Figure 1. Placement by cell class (run 1).
(2 px per um)
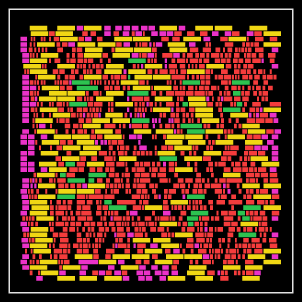
Figure 2. Placed standard cells (run 1).
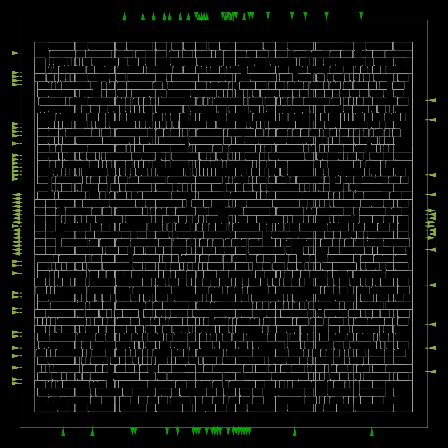
Figure 3. Wiring by layer (run 1).
(3 px per um) Only two layers are drawn.
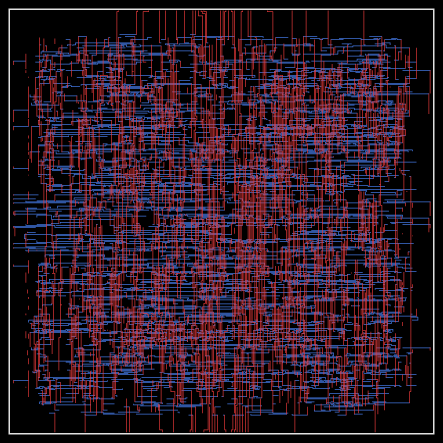
===== src/rtl/rbm_ctrl_pkg.sv =====
// Shared definitions for the RBM vote controller.
//   state_t : controller FSM encoding
//   sat_max : largest signed value representable in 'width' bits
//   sat_min : smallest signed value representable in 'width' bits
//   sext    : sign-extend the low 'width' bits of a value to 64 bits
package rbm_ctrl_pkg;

  typedef enum logic [2:0] {
    ST_IDLE  = 3'd0,
    ST_START = 3'd1,
    ST_WAIT  = 3'd2,
    ST_ACCUM = 3'd3,
    ST_DONE  = 3'd4
  } state_t;

  function automatic logic signed [63:0] sat_max(input int width);
    return (64'sd1 <<< (width - 1)) - 64'sd1;
  endfunction

  function automatic logic signed [63:0] sat_min(input int width);
    return -(64'sd1 <<< (width - 1));
  endfunction

  function automatic logic signed [63:0] sext(input logic [63:0] value, input int width);
    logic signed [63:0] shifted;
    shifted = value << (64 - width);
    return shifted >>> (64 - width);
  endfunction

endpackage


===== src/rtl/rbm_argmax_margin.sv =====
// Combinational argmax over packed signed accumulators.
//   acc_in    : OUTPUT_DIM signed accumulators, class g at [g*ACC_WIDTH +: ACC_WIDTH]
//   best_idx  : index of the largest accumulator (ties resolve to the lowest index)
//   best_diff : best minus runner-up, ACC_WIDTH+1 bits, never negative
module rbm_argmax_margin #(
  parameter int OUTPUT_DIM  = 2,
  parameter int ACC_WIDTH   = 16,
  parameter int CLASS_WIDTH = $clog2(OUTPUT_DIM)
) (
  input  logic [OUTPUT_DIM*ACC_WIDTH-1:0] acc_in,
  output logic [CLASS_WIDTH-1:0]          best_idx,
  output logic [ACC_WIDTH:0]              best_diff
);

  logic [OUTPUT_DIM-1:0][ACC_WIDTH-1:0] acc_arr;
  logic signed [ACC_WIDTH-1:0]          best_val;
  logic signed [ACC_WIDTH-1:0]          second_val;
  logic                                 second_seen;

  assign acc_arr = acc_in;

  always_comb begin
    best_val    = $signed(acc_arr[0]);
    best_idx    = '0;
    // Strict '>' keeps the earliest index on ties.
    for (int g = 1; g < OUTPUT_DIM; g++) begin
      if ($signed(acc_arr[g]) > best_val) begin
        best_val = $signed(acc_arr[g]);
        best_idx = CLASS_WIDTH'(g);
      end
    end

    second_val  = best_val;
    second_seen = 1'b0;
    for (int g = 0; g < OUTPUT_DIM; g++) begin
      if ((CLASS_WIDTH'(g) != best_idx) &&
          (!second_seen || ($signed(acc_arr[g]) > second_val))) begin
        second_val  = $signed(acc_arr[g]);
        second_seen = 1'b1;
      end
    end

    // One extra bit holds the full span from min to max without wrapping.
    best_diff = {best_val[ACC_WIDTH-1], best_val} - {second_val[ACC_WIDTH-1], second_val};
  end

endmodule


===== src/rtl/rbm_vote_controller.sv =====
// Iteration controller for stochastic RBM inference.
// Runs the external hidden+classify layer chain repeatedly, accumulating each
// pass's per-class sample with saturation, and reports the argmax class.
//   clock, reset      : rising-edge clock, asynchronous active-high reset
//   in_valid/in_ready : request handshake; iter_num and margin sampled on accept
//   layer_start       : one-cycle pulse restarting the layer chain
//   layer_done        : pass finished, layer_data valid this cycle
//   out_valid/ready   : result handshake
//   out_class/acc/iters/early : argmax, final accumulators, passes run,
//                       and whether the margin ended the run early
module rbm_vote_controller import rbm_ctrl_pkg::*; #(
  parameter int BITLENGTH   = 12,
  parameter int OUTPUT_DIM  = 2,
  parameter int ACC_WIDTH   = 16,
  parameter int ITER_WIDTH  = 16,
  parameter int CLASS_WIDTH = $clog2(OUTPUT_DIM)
) (
  input  logic                            clock,
  input  logic                            reset,
  input  logic                            in_valid,
  output logic                            in_ready,
  input  logic [ITER_WIDTH-1:0]           iter_num,
  input  logic [ACC_WIDTH-1:0]            margin,
  output logic                            layer_start,
  input  logic                            layer_done,
  input  logic [OUTPUT_DIM*BITLENGTH-1:0] layer_data,
  output logic                            out_valid,
  input  logic                            out_ready,
  output logic [CLASS_WIDTH-1:0]          out_class,
  output logic [OUTPUT_DIM*ACC_WIDTH-1:0] out_acc,
  output logic [ITER_WIDTH-1:0]           out_iters,
  output logic                            out_early
);

  localparam int SUM_W = ACC_WIDTH + 1;
  localparam logic signed [SUM_W-1:0] ACC_MAX = SUM_W'(sat_max(ACC_WIDTH));
  localparam logic signed [SUM_W-1:0] ACC_MIN = SUM_W'(sat_min(ACC_WIDTH));

  function automatic logic signed [ACC_WIDTH-1:0] sat_acc(input logic signed [SUM_W-1:0] sum);
    if (sum > ACC_MAX)      return ACC_WIDTH'(ACC_MAX);
    else if (sum < ACC_MIN) return ACC_WIDTH'(ACC_MIN);
    else                    return ACC_WIDTH'(sum);
  endfunction

  state_t                                state_q, state_d;
  logic [ITER_WIDTH-1:0]                 iter_num_q, iter_num_d;
  logic [ACC_WIDTH-1:0]                  margin_q, margin_d;
  logic [ITER_WIDTH-1:0]                 count_q, count_d;
  logic [OUTPUT_DIM-1:0][ACC_WIDTH-1:0]  acc_q, acc_d;
  logic [OUTPUT_DIM-1:0][BITLENGTH-1:0]  sample_q, sample_d;
  logic [CLASS_WIDTH-1:0]                out_class_q, out_class_d;
  logic [OUTPUT_DIM-1:0][ACC_WIDTH-1:0]  out_acc_q, out_acc_d;
  logic [ITER_WIDTH-1:0]                 out_iters_q, out_iters_d;
  logic                                  out_early_q, out_early_d;

  logic [OUTPUT_DIM-1:0][ACC_WIDTH-1:0]  acc_new;
  logic [CLASS_WIDTH-1:0]                arg_idx;
  logic [ACC_WIDTH:0]                    arg_diff;
  logic [ITER_WIDTH-1:0]                 count_inc;
  logic                                  last_pass;
  logic                                  margin_hit;

  for (genvar g = 0; g < OUTPUT_DIM; g++) begin : g_acc
    logic signed [SUM_W-1:0] sum;
    assign sum = SUM_W'(sext(64'(acc_q[g]), ACC_WIDTH)) +
                 SUM_W'(sext(64'(sample_q[g]), BITLENGTH));
    assign acc_new[g] = sat_acc(sum);
  end

  // The early-exit decision looks at the accumulators after this pass's update.
  rbm_argmax_margin #(
    .OUTPUT_DIM (OUTPUT_DIM),
    .ACC_WIDTH  (ACC_WIDTH),
    .CLASS_WIDTH(CLASS_WIDTH)
  ) u_argmax (
    .acc_in   (acc_new),
    .best_idx (arg_idx),
    .best_diff(arg_diff)
  );

  assign count_inc  = count_q + ITER_WIDTH'(1);
  assign last_pass  = (count_inc == iter_num_q);
  assign margin_hit = (margin_q != '0) && (arg_diff >= {1'b0, margin_q});

  always_comb begin
    state_d     = state_q;
    iter_num_d  = iter_num_q;
    margin_d    = margin_q;
    count_d     = count_q;
    acc_d       = acc_q;
    sample_d    = sample_q;
    out_class_d = out_class_q;
    out_acc_d   = out_acc_q;
    out_iters_d = out_iters_q;
    out_early_d = out_early_q;
    layer_start = 1'b0;
    in_ready    = 1'b0;
    out_valid   = 1'b0;

    case (state_q)
      ST_IDLE: begin
        in_ready = 1'b1;
        if (in_valid) begin
          iter_num_d = iter_num;
          margin_d   = margin;
          acc_d      = '0;
          count_d    = '0;
          if (iter_num == '0) begin
            out_class_d = '0;
            out_acc_d   = '0;
            out_iters_d = '0;
            out_early_d = 1'b0;
            state_d     = ST_DONE;
          end else begin
            state_d = ST_START;
          end
        end
      end
      ST_START: begin
        layer_start = 1'b1;
        state_d     = ST_WAIT;
      end
      ST_WAIT: begin
        if (layer_done) begin
          sample_d = layer_data;
          state_d  = ST_ACCUM;
        end
      end
      ST_ACCUM: begin
        acc_d   = acc_new;
        count_d = count_inc;
        if (last_pass || margin_hit) begin
          out_class_d = arg_idx;
          out_acc_d   = acc_new;
          out_iters_d = count_inc;
          out_early_d = margin_hit && !last_pass;
          state_d     = ST_DONE;
        end else begin
          state_d = ST_START;
        end
      end
      ST_DONE: begin
        out_valid = 1'b1;
        if (out_ready) state_d = ST_IDLE;
      end
      default: state_d = ST_IDLE;
    endcase
  end

  always_ff @(posedge clock or posedge reset) begin
    if (reset) begin
      state_q     <= ST_IDLE;
      iter_num_q  <= '0;
      margin_q    <= '0;
      count_q     <= '0;
      acc_q       <= '0;
      sample_q    <= '0;
      out_class_q <= '0;
      out_acc_q   <= '0;
      out_iters_q <= '0;
      out_early_q <= 1'b0;
    end else begin
      state_q     <= state_d;
      iter_num_q  <= iter_num_d;
      margin_q    <= margin_d;
      count_q     <= count_d;
      acc_q       <= acc_d;
      sample_q    <= sample_d;
      out_class_q <= out_class_d;
      out_acc_q   <= out_acc_d;
      out_iters_q <= out_iters_d;
      out_early_q <= out_early_d;
    end
  end

  assign out_class = out_class_q;
  assign out_acc   = out_acc_q;
  assign out_iters = out_iters_q;
  assign out_early = out_early_q;

endmodule


===== config.mk =====
export PLATFORM = sky130hd
export DESIGN_NAME = rbm_vote_controller
export DESIGN_NICKNAME = d
export VERILOG_FILES = /design/src/rtl/rbm_ctrl_pkg.sv /design/src/rtl/rbm_argmax_margin.sv /design/src/rtl/rbm_vote_controller.sv
export SDC_FILE = /design/constraint.sdc
export NUM_CORES = 1
export LEC_CHECK = 0
export CAP_MARGIN = 20
export CORE_MARGIN = 5
export CORE_UTILIZATION = 62
export CTS_CLUSTER_DIAMETER = 30
export DETAILED_ROUTE_END_ITERATION = 10
export GPL_TIMING_DRIVEN = 0
export PLACE_DENSITY_LB_ADDON = 0.08
export SYNTH_ARGS = -nofsm -noshare
export SYNTH_HDL_FRONTEND = slang
export SYNTH_SLANG_ARGS = --single-unit
export TNS_END_PERCENT = 20

===== constraint.sdc =====
create_clock -name clock -period 25.6 [get_ports clock]
set_input_delay 2.56 -clock clock [delete_from_list [all_inputs] [get_ports clock]]
set_output_delay 2.56 -clock clock [all_outputs]
set_load 0.02 [all_outputs]

==> qor.yml, run 1 <==
busiest_layer: "met2"
logic_gate_count: 899
dp_hpwl_um: 22900
whs_ns: 0.491
drt_iter0_drc: 981
ant_nets: 0
clock_latency_ns: 0.45
syn_area_sq_mm: 0.0106
syn_nets: 1297
drt_pass1_iterations: 6
area_growth_pct: 19.7
cts-buffers-inserted: 17
drive_gt1_share_pct: 9.89
htreeDepth: 4
finalClockSkew_ns: 0.0137
clk_share_pct: 5.01
ys_async_sr_fraction_pct: 100
ys_area_sq_mm: 0.0106
die_area_sq_mm: 0.0199
place_congestion: 1.02
fmax_mhz: 96.2
antenna_found_initial: 0
dpl_cell_area_sq_mm: 0.0121
reg2reg_depth: 40
fin_crit_sh_pct: 40.6
dp_cells: 1503
clock-sinks: 157
warnings: 26
required_ns: 25.92
tns_ns: 0
cp_max_fo: 10
grt_pass1_wl_um: 48700
die_width_um: 141
yosysCellCount: 1168
grt_pass1_vias: 9175
synth.logic.top_family: "AND-OR/OR-AND gates"
overflow: 0
highest_layer: "met4"
yosysUniqueCellTypes: 98
crit_type: "flip-flop to flip-flop"
setup_violations: 0
drt-vias-per-instance: 6.31
max_stage_delay_ns: 0.73
syn_avg_cell_area_sq_um: 9.11
wl_per_cell_um: 20.0
stdcell_area_sq_mm: 0.0127
cts-root-buf: "clkbuf_16"
rsz0062_at_grt: "false"
report.final.slew_viol_count: 0
stdcell_count: 1535
adder_share_pct: 9.34
cpMaxStageDelayCell: "a21oi_1"
numPortBuffers: 113
ys_warn_count: 0
crit_path_start_kind: "flip-flop"
ys_sh_simple_pct: 17.3
path_delay_family: "AND-OR/OR-AND gates"
numSynthFlops: 157
tightest_slew_ns: 1.08
met1_length_um: 13200
hold_viol: 0
cp_num_buf_inv: 6
signal_buffers: 171
postCtsSetupBuffers: 0
grt_max_degree: 81
flop_cell: "dfrtp_1"
fp_util_pct: 63.7
holdCritPathClass: "flip-flop to flip-flop"
synth-edff-count: 0
globalRouteMet1Util_pct: 41.8
min_path_cells: 1
drc: 0
comb_area_share_pct: 48.9
worstSetupPathDepth: 40
xor_share_pct: 4.86
place_ws_ns: 15.57
grt.total_usage_pct: 30.7
largest_class: "logic gates"
use_met2_pct: 49.5
cts_hold_buf: 0
min_period_ns: 10.39
cts_resized: 0
tritoncts: "done"
antennaDiodeCount: 0
ys_seq_share_pct: 36.9
ys_sh_aoi_pct: 23.8
arrival_ns: 10.71
final.clkbuf_count: 19
io_pins: 114
cts_buffer_depth: 2
status: "finished, final reports clean"
bufAreaShareNonClock_pct: 11.3
wl_met2_um: 14200
crit_path_end_kind: "flip-flop"
fin_nets: 1431
setup_ws_ns: 15.21
layout.area.comb_sq_mm: 0.00623
clk_pin_slew_worst_paths_ns: 0.07
seqCellArea_sq_mm: 0.00393
inverters: 56
die_y_um: 141
mostFrequentLayoutCells: "dfrtp_1, nand2_1, clkdlybuf4s50_1"
grt_use_met3_pct: 6.98
mostFrequentLayoutCell: "dfrtp_1"
Back to the opening pictures, Figure 1:
all other logic: marked red, cells 955, share of their area 52%. other buffers and delay cells: marked magenta, cells 171, share of their area 12%. clock drivers and dummy loads: marked green, cells 32, share of their area 5.1%. flip-flops: marked yellow, cells 157, share of their area 32%.
Core Region: 0.0167 sq mm
Core Rows: 47
Seq/total area: 30.9%
final core utilization: 76.2%

Back to the opening pictures, Figure 2:
tapcell count: 220
registers: 157
fillers: 1,215

Back to the opening pictures, Figure 3:
met2: marked red, wire length 14,200 um. met1: marked blue, wire length 13,200 um.
final WL: 30,700 um
vias: 9,683

run 1: path summary, 6_finish.rpt:
check | from | end | slack (ns)
max reg2reg | sample_q[12]$_DFFE_PP0P_ | out_iters[4]$_DFFE_PP0P_ | 15.21
min reg2reg | out_iters[6]$_DFFE_PP0P_ | out_iters[6]$_DFFE_PP0P_ | 0.49
max in group asynchronous | reset | sample_q[15]$_DFFE_PP0P_ | 22.15
max | sample_q[12]$_DFFE_PP0P_ | out_iters[4]$_DFFE_PP0P_ | 15.21
min in group asynchronous | reset | margin_q[13]$_DFFE_PP0P_ | 2.60
min | out_iters[6]$_DFFE_PP0P_ | out_iters[6]$_DFFE_PP0P_ | 0.49
run 1: synth_stat cells (all sizes together), types with 20 or more instances:
| cell | number | area [sq um] |
|---|---|---|
| xnor2 | 32 | 280 |
| o21a | 26 | 210 |
| nand3 | 59 | 295 |
| xor2 | 27 | 236 |
| o21ai | 122 | 648 |
| a22o | 24 | 210 |
| nor2 | 56 | 210 |
| clkbuf | 32 | 120 |
| nand2 | 131 | 492 |
| mux2 | 22 | 248 |
| a21oi | 55 | 305 |
| nor3 | 27 | 145 |
| dfrtp | 157 | 3930 |
| buf | 24 | 156 |
| o2bb2ai | 32 | 280 |
| ha | 66 | 826 |
| inv | 56 | 210 |
| and3 | 20 | 131 |
run 1: registers in the layout, indices dropped and copies added (netlist names):
register and flops:
acc_q 32, out_acc 32, sample_q 24, count_q 16, iter_num_q 16, margin_q 16
out_iters 16, state_q 3, out_class 1, out_early 1
Figure 4. Sequential cells colored by netlist name (run 1).
(4 px per um) Other sequential cells in the stronger gray, the rest of the logic in the fainter gray.
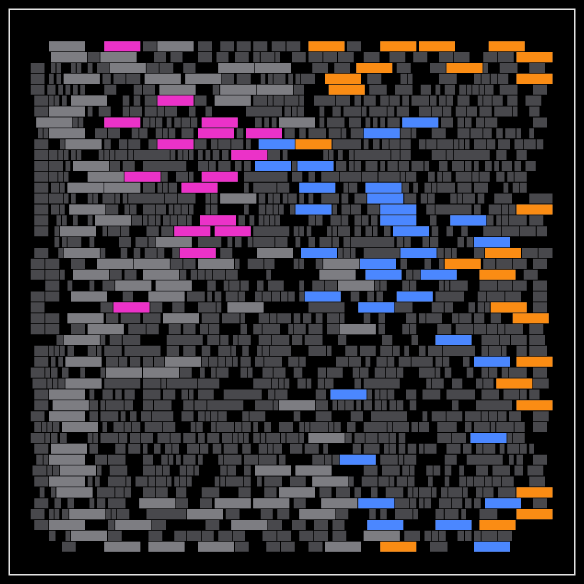

--- run 2 (diff from run 1) ---
CORE_UTILIZATION = 58   (was 62)
clock period = 9.8 ns   (was 25.6 ns; I/O delays follow)
Figure 5. Sequential cells colored by netlist name (run 2).
(4 px per um) Other sequential cells in the stronger gray, the rest of the logic in the fainter gray.
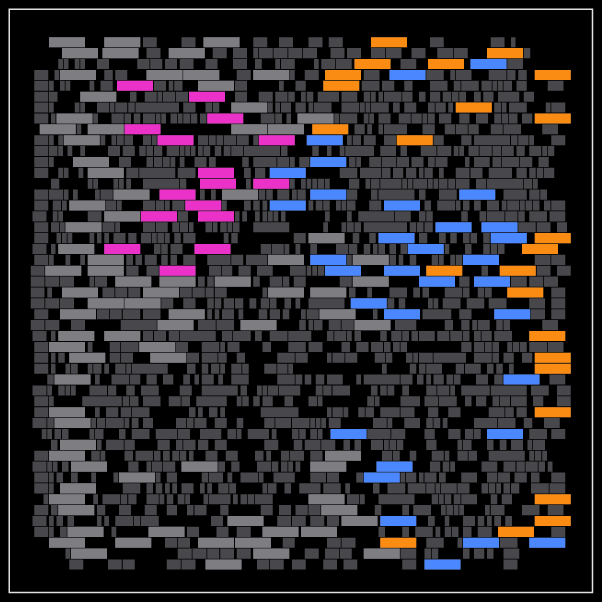
sample_q: marked orange, sequential cells 24. count_q: marked magenta, sequential cells 16. acc_q: marked blue, sequential cells 32.
Seq/total area: 30.7%
final core utilization: 70.9%

==> qor.yml, run 2 <==
cts-root-buf: "clkbuf_16"
yosysCellCount: 1168  # unchanged
holdCritPathClass: "flip-flop to flip-flop"
place_congestion: 0.947  # -6.9%
synth-edff-count: 0  # unchanged
warnings: 28  # +7.7%
syn_nets: 1297  # unchanged
stdcell_area_sq_mm: 0.0128  # +0.45%
yosysUniqueCellTypes: 98  # unchanged
grt_max_degree: 103  # +27%
crit_path_end_kind: "flip-flop"
flop_cell: "dfrtp_1"
setup_ws_ns: 0.436  # -14.77 ns
mostFrequentLayoutCells: "dfrtp_1, nand2_1, clkdlybuf4s50_1"
fin_nets: 1429  # -0.14%
reg2reg_depth: 40  # unchanged
tns_ns: 0  # unchanged
die_width_um: 145  # +3.2%
syn_avg_cell_area_sq_um: 9.11  # unchanged
clock_latency_ns: 0.45  # about the same
place_ws_ns: -0.301  # -15.87 ns
crit_type: "flip-flop to flip-flop"
antenna_found_initial: 0  # unchanged
max_stage_delay_ns: 0.53  # -0.20 ns
fin_crit_sh_pct: 95.6  # +55 points
dp_cells: 1512  # +0.60%
top_cells_by_count: "dfrtp_1, nand2_1, o21ai_0"
drt_pass1_iterations: 7  # +1
drive_gt1_share_pct: 11.0  # +1.1 points
io_pins: 114  # unchanged
grt_pass1_wl_um: 49700  # +2.1%
overflow: 0  # unchanged
area_growth_pct: 20.2
drt-vias-per-instance: 6.30  # -0.19%
n_fill_cell: 1514  # +25%
fp_util_pct: 59.0  # -4.7 points
status: "finished, final reports clean"
cts-buffers-inserted: 17  # unchanged
required_ns: 10.16  # -15.76 ns
synth_area_leader_cell: "dfrtp_1"
hold_viol: 0  # unchanged
stdcell_count: 1542  # +0.46%
drc: 0  # unchanged
arrival_ns: 9.72  # -0.99 ns
min_path_cells: 1  # unchanged
drt_iter0_drc: 701  # -29%
wl_per_cell_um: 20.0  # +0.26%
ys_seq_share_pct: 36.9  # unchanged
r2r-start: "sample_q[0]$_DFFE_PP0P_"
ys_async_sr_fraction_pct: 100  # unchanged
dpl_cell_area_sq_mm: 0.0121  # about the same
ys_area_sq_mm: 0.0106  # unchanged
rsz0062_at_grt: "false"
min_period_ns: 9.36  # -1.03 ns
die_area_sq_mm: 0.0211  # +6.4%
grt_pass1_vias: 9356  # +2.0%
ant_nets: 0  # unchanged
grt.total_usage_pct: 28.8  # -1.9 points
setup_violations: 0  # unchanged
htreeDepth: 4  # unchanged
core_sq_mm: 0.0180  # +7.9%
syn_area_sq_mm: 0.0106  # unchanged
whs_ns: 0.489  # -0.00186 ns
mostFrequentLayoutCell: "dfrtp_1"
cp_max_fo: 10  # unchanged
report.final.slew_viol_count: 0  # unchanged
Figure 6. Metal 3 (run 2).
(2 px per um)
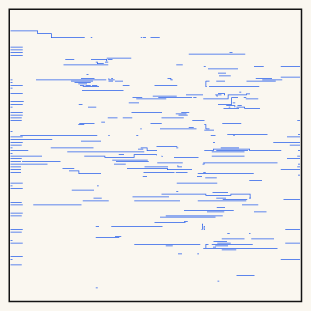
The layer holds 6.6% of the routed length. The longest straight run is 38.2 um. The wires run mostly horizontal. 181 nets have wire on it.
GRT met3 Usage: 4.24%
final WL: 30,900 um
vias: 9,709

-- run 2: cell counts after synthesis --
Identical to the previous run, type by type.
-- run 2: logic make-up after synthesis --
group,share of synthesized area (%)
XOR/XNOR,4.86
buffers and inverters,4.58
flip-flops,36.9
adder cells (fa/ha/maj),9.34
AND/OR/NAND/NOR,17.3
AND-OR/OR-AND,23.8
multiplexers,3.14
-- run 2: final cells by class --
type	count	area [sq um]	area share, %
multi-input cells	899	6300	49.3
flip-flops and latches	157	3930	30.7
repair buffers	117	1180	9.24
clock buffers	19	433	3.39
well taps	229	287	2.24
plain buffers	52	264	2.06
inverters	56	215	1.68
clock inverters	13	180	1.41
-- run 2: final timing paths --
check,endpoint,slack [ns]
max in group asynchronous,sample_q[19]$_DFFE_PP0P_,7.96
max,out_acc[11]$_DFFE_PP0P_,0.44
max reg2reg,out_acc[11]$_DFFE_PP0P_,0.44
min reg2reg,out_iters[4]$_DFFE_PP0P_,0.49
min in group asynchronous,margin_q[13]$_DFFE_PP0P_,0.96
min,out_iters[4]$_DFFE_PP0P_,0.49
-- run 2: repair_timing --
item	CTS	global route
buffers inserted	0	2
pin swaps	0	2
gates resized	2	15
setup endpoints to repair	51	52
-- run 2: critical path: cells and delay by family (launching register included) --
kind / cells / cell delay, ns
AOI/OAI and AO/OA: 17 / 3.22
xor gates and xnor gates: 1 / 0.22
adders and majority gates: 6 / 2.04
buffers and inverters: 6 / 1.08
DFF: 1 / 0.38
and+or+nand+nor: 10 / 2.35
-- run 2: per-layer routing --
metal	wire, um	global-route usage [%]	part of all wire, %
met2	14200	46.7	46
met1	13600	39.7	44
met3	2030	4.24	6.6
met5	0	0	0
met4	992	9.98	3.2
